<file path="src/rtl/bin_bcd_seq.sv">
// Sequential double-dabble binary-to-BCD converter with valid/ready handshakes.
// Optional leading-zero blanking output enabled by defining BIN_BCD_LZB_EN.
module bin_bcd_seq #(
  parameter int BIN_W  = 8,
  parameter int DIGITS = 3
) (
  input  logic                  clk,
  input  logic                  rst_n,
  input  logic                  in_valid,
  output logic                  in_ready,
  input  logic [BIN_W-1:0]      in_bin,
  output logic                  out_valid,
  input  logic                  out_ready,
  output logic [4*DIGITS-1:0]   out_bcd,
  output logic                  ovf,
  output logic                  busy
`ifdef BIN_BCD_LZB_EN
  ,
  output logic [DIGITS-1:0]     blank
`endif
);

  localparam int CNT_W = $clog2(BIN_W + 1);
  localparam int BCD_W = 4 * DIGITS;

  typedef enum logic [1:0] {IDLE, CONV, DONE} state_t;

  state_t             state_q, state_d;
  logic [BIN_W-1:0]   bin_q, bin_d;
  logic [BCD_W-1:0]   bcd_q, bcd_d;
  logic [BCD_W-1:0]   adj;
  logic [BCD_W-1:0]   res_q, res_d;
  logic [CNT_W-1:0]   cnt_q, cnt_d;
  logic               ovf_q, ovf_d;
  logic               finish;

  always_comb begin
    adj = bcd_q;
    for (int i = 0; i < DIGITS; i++) begin
      if (bcd_q[4*i +: 4] >= 4'd5) begin
        adj[4*i +: 4] = bcd_q[4*i +: 4] + 4'd3;
      end
    end
  end

  // The carry out of the top digit is dropped from the result and only recorded in ovf.
  always_comb begin
    state_d = state_q;
    bin_d   = bin_q;
    bcd_d   = bcd_q;
    cnt_d   = cnt_q;
    ovf_d   = ovf_q;
    res_d   = res_q;
    finish  = 1'b0;
    case (state_q)
      IDLE: begin
        if (in_valid) begin
          bin_d   = in_bin;
          bcd_d   = '0;
          ovf_d   = 1'b0;
          cnt_d   = CNT_W'(BIN_W);
          state_d = CONV;
        end
      end
      CONV: begin
        bcd_d = {adj[BCD_W-2:0], bin_q[BIN_W-1]};
        bin_d = {bin_q[BIN_W-2:0], 1'b0};
        ovf_d = ovf_q | adj[BCD_W-1];
        cnt_d = cnt_q - CNT_W'(1);
        if (cnt_q == CNT_W'(1)) begin
          finish  = 1'b1;
          res_d   = {adj[BCD_W-2:0], bin_q[BIN_W-1]};
          state_d = DONE;
        end
      end
      DONE: begin
        if (out_ready) begin
          state_d = IDLE;
        end
      end
      default: state_d = IDLE;
    endcase
  end

  always_ff @(posedge clk or negedge rst_n) begin
    if (!rst_n) begin
      state_q <= IDLE;
      bin_q   <= '0;
      bcd_q   <= '0;
      res_q   <= '0;
      cnt_q   <= '0;
      ovf_q   <= 1'b0;
    end else begin
      state_q <= state_d;
      bin_q   <= bin_d;
      bcd_q   <= bcd_d;
      res_q   <= res_d;
      cnt_q   <= cnt_d;
      ovf_q   <= ovf_d;
    end
  end

  assign in_ready  = (state_q == IDLE);
  assign out_valid = (state_q == DONE);
  assign busy      = (state_q != IDLE);
  assign out_bcd   = res_q;
  assign ovf       = ovf_q;

`ifdef BIN_BCD_LZB_EN
  logic [DIGITS-1:0] blank_q, blank_d;
  logic              allZero;

  // Scan from the top digit down; the units digit is never blanked.
  always_comb begin
    blank_d = '0;
    allZero = 1'b1;
    for (int i = DIGITS - 1; i >= 1; i--) begin
      allZero    = allZero & (res_d[4*i +: 4] == 4'd0);
      blank_d[i] = allZero;
    end
  end

  always_ff @(posedge clk or negedge rst_n) begin
    if (!rst_n) begin
      blank_q <= '0;
    end else if (finish) begin
      blank_q <= blank_d;
    end
  end

  assign blank = blank_q;
`endif

endmodule

</file>
<file path="config.mk">
export PLATFORM = sky130hd
export DESIGN_NAME = bin_bcd_seq
export DESIGN_NICKNAME = d
export VERILOG_FILES = /design/src/rtl/bin_bcd_seq.sv
export SDC_FILE = /design/constraint.sdc
export NUM_CORES = 1
export LEC_CHECK = 0
export CAP_MARGIN = 0
export CORE_ASPECT_RATIO = 1.75
export CORE_MARGIN = 1
export CORE_UTILIZATION = 49
export DETAILED_ROUTE_END_ITERATION = 8
export PLACE_DENSITY_LB_ADDON = 0.25
export REMOVE_ABC_BUFFERS = 1
export SETUP_SLACK_MARGIN = 0.5
export SLEW_MARGIN = 20
export SYNTH_ARGS = -nofsm -noshare
export SYNTH_HDL_FRONTEND = slang
export SYNTH_SLANG_ARGS = --single-unit
</file>
<file path="constraint.sdc">
create_clock -name clk -period 2.8 [get_ports clk]
set_input_delay 0.84 -clock clk [delete_from_list [all_inputs] [get_ports clk]]
set_output_delay 0.84 -clock clk [all_outputs]
set_load 0.005 [all_outputs]
</file>
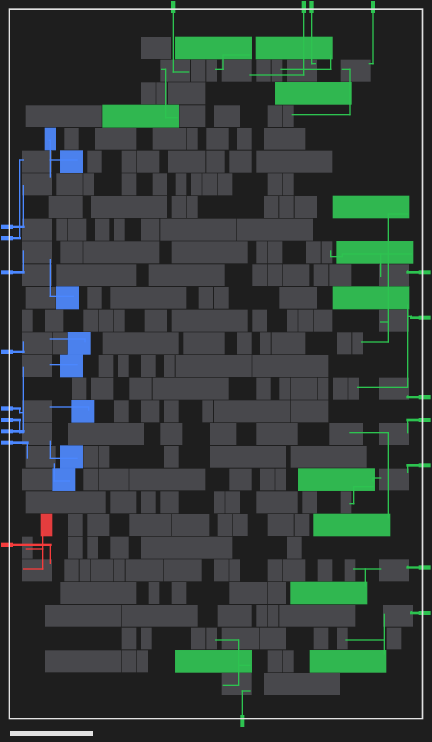
*I/O nets highlighted*
Bar = 10 um.
Red shows in_ready, bits 1, direction output, edge left, end cells 1, buffers 1, wire 15.3 um. Blue shows in_bin, bits 8, direction input, edge left, end cells 8, buffers 8, wire 76.0 um. Green shows out_bcd, bits 12, direction output, edge 7 right, 4 top, 1 bottom, end cells 12, buffers 12, wire 184 um.
number of port buffers: 27
I/O pin count: 28

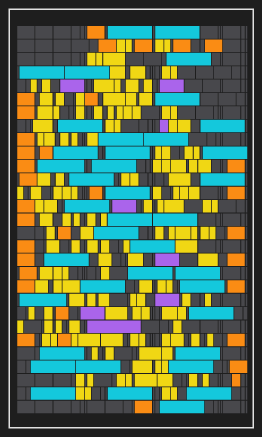
*Placed cells, one colour a class*
Fill, decap, tap and diode cells in grey.
Yellow shows all other logic, cells 154. Cyan shows flops, cells 39. Orange shows other buffers and delay cells, cells 33. Purple shows clock drivers and dummy loads, cells 8.
fin area: 0.00236 sq mm
final core utilization: 63.9%

==> impl_metrics.ini <==
; synthesis and place-and-route metrics
[detailed_routing]
vias = 1482
wl_um = 3720
drt-pass1-iter-count = 4

[clock_tree]
cts_root_buf = clkbuf_8
cts_tree = done
cts-hold-fix-buffers = 0
cts_made_buffers = 5
path_clk_slew_ns = 0.07

[placement]
hpwlAfterDp_um = 2530

[setup_path]
arrival_ns = 1.43
endpoint_kind = output port
critPathMaxFanout = 4
worstSetupPathType = reg -> out

[worst_hold_path]
hold_class = reg -> reg

[pwr]
p_per_area_mw_per_mm2 = 1140
peakVddDrop_v = 0.000753

[logic_synthesis]
topCellsByArea = dfrtp_1, o21ai_0, nand2_1
synth_area_sq_mm = 0.00192
ys.flops = 39
ys_cells = 201
edf_count = 0
synth_seq_share_pct = 50.8
synthTopCellsByCount = dfrtp_1, nand2_1, o21ai_0, a21oi_1
yosysWarnings = 0
synthArstFlopShare_pct = 100
syn_inst = 201

[sta]
rsz0062_at_grt = yes
max_freq_mhz = 441
hold_violations = 0
post-route-period-util_pct = 81.1
worst_pin_slew_ns = 0.851

[job]
maxCapViolations = 0

[global_route]
grt_pass1_vias = 1458
grt_pass1_wl_um = 6600
overflow = 0

[floorplanning]
core_sq_mm = 0.00370
dieWidth_um = 49.3

[final_layout]
area_growth_pct = 23.2
drive_gt1_share_pct = 11.1
fin_nets = 253

[status]
status = completed
metal layers:
metal | routed length, um | up-vias | GRT usage (%)
li1 | - | 745 | -
met1 | 1540 | 700 | 23.6
met2 | 2010 | 31 | 36.6
met3 | 106 | 6 | 4.89
met4 | 68 | 0 | 8.02
met5 | 0 | - | 0
worst max-delay path: stages, from the launching register on:
cell and delay (ns):
dfrtp_2 0.44, nand2b_1 0.16, inv_1 0.05, clkdlybuf4s50_1 0.49
power groups by stage:
stage	combinational (mW)	sequential, mW	clock [mW]
5_1_grt	1.36	1.06	0.516
6_report	1.19	1.02	0.491
4_1_cts	1.21	1.02	0.492
2_1_floorplan	0.734	1.01	0
3_5_place_dp	1.15	1.04	0
3_3_place_gp	1.11	1.03	0
cell families after synthesis:
group | share of synthesized area (%)
simple gates | 17.7
mux | 2.87
flops | 50.8
compound gates | 17.4
buf+inv | 4.56
xor+xnor | 1.37
fa+ha+maj | 5.22
per-stage QoR:
| stage | hold WS [ns] | utilization [%] | power, mW | setup WS (ns) |
|---|---|---|---|---|
| floorplan | 0.450 | - | 1.74 | 1.09 |
| global placement | 0.466 | 59.8 | 2.14 | 0.723 |
| detailed placement | 0.475 | 59.8 | 2.19 | 0.706 |
| CTS | 0.491 | 63.9 | 2.72 | 0.530 |
| global route | 0.506 | 63.9 | 2.93 | 0.496 |
| finish | 0.482 | 63.9 | 2.70 | 0.530 |
flip-flops by register name, indices dropped and copies added, names as in the netlist:
| signal | flops |
|---|---|
| bin_q | 8 |
| bcd_q | 12 |
| cnt_q | 4 |
| ovf | 1 |
| state_q | 2 |
| out_bcd | 12 |
final timing paths:
path | cells past startpoint | start | end
min in group asynchronous | 1 | rst_n | out_bcd[1]$_DFFE_PN0P_
max in group asynchronous | 1 | rst_n | state_q[1]$_DFFE_PN0P_
hold reg to reg | 2 | out_bcd[11]$_DFFE_PN0P_ | out_bcd[11]$_DFFE_PN0P_
hold / removal | 2 | out_bcd[11]$_DFFE_PN0P_ | out_bcd[11]$_DFFE_PN0P_
setup reg to reg | 5 | state_q[0]$_DFFE_PN0P_ | out_bcd[0]$_DFFE_PN0P_
setup / recovery | 3 | state_q[0]$_DFFE_PN0P_ | out_valid
final cells by class:
class / instances / share of cell area (%)
tap: 46 / 2.43
clock buffer: 6 / 3.49
clock inverter: 2 / 1.48
timing repair buffer: 33 / 13.1
sequential: 39 / 41.4
inverter: 12 / 1.90
multi-input combinational: 142 / 36.2
timing repair:
item,in CTS,in global routing
endpoints found under the setup margin,3,2
gates resized,2,0
setup buffers,4,0
placed cells by master, fill, tap and decap left out, types with 4 or more instances in the layout:
master and count:
nor3_1 4, clkdlybuf4s50_1 26, o21ai_1 13, o21ai_0 26, nand2b_1 7, ha_1 8
dfrtp_1 37, a21oi_1 15, clkbuf_8 6, buf_4 6, inv_1 12, nor3b_1 13
nand2_1 32
Power and IR drop assume default switching activity.
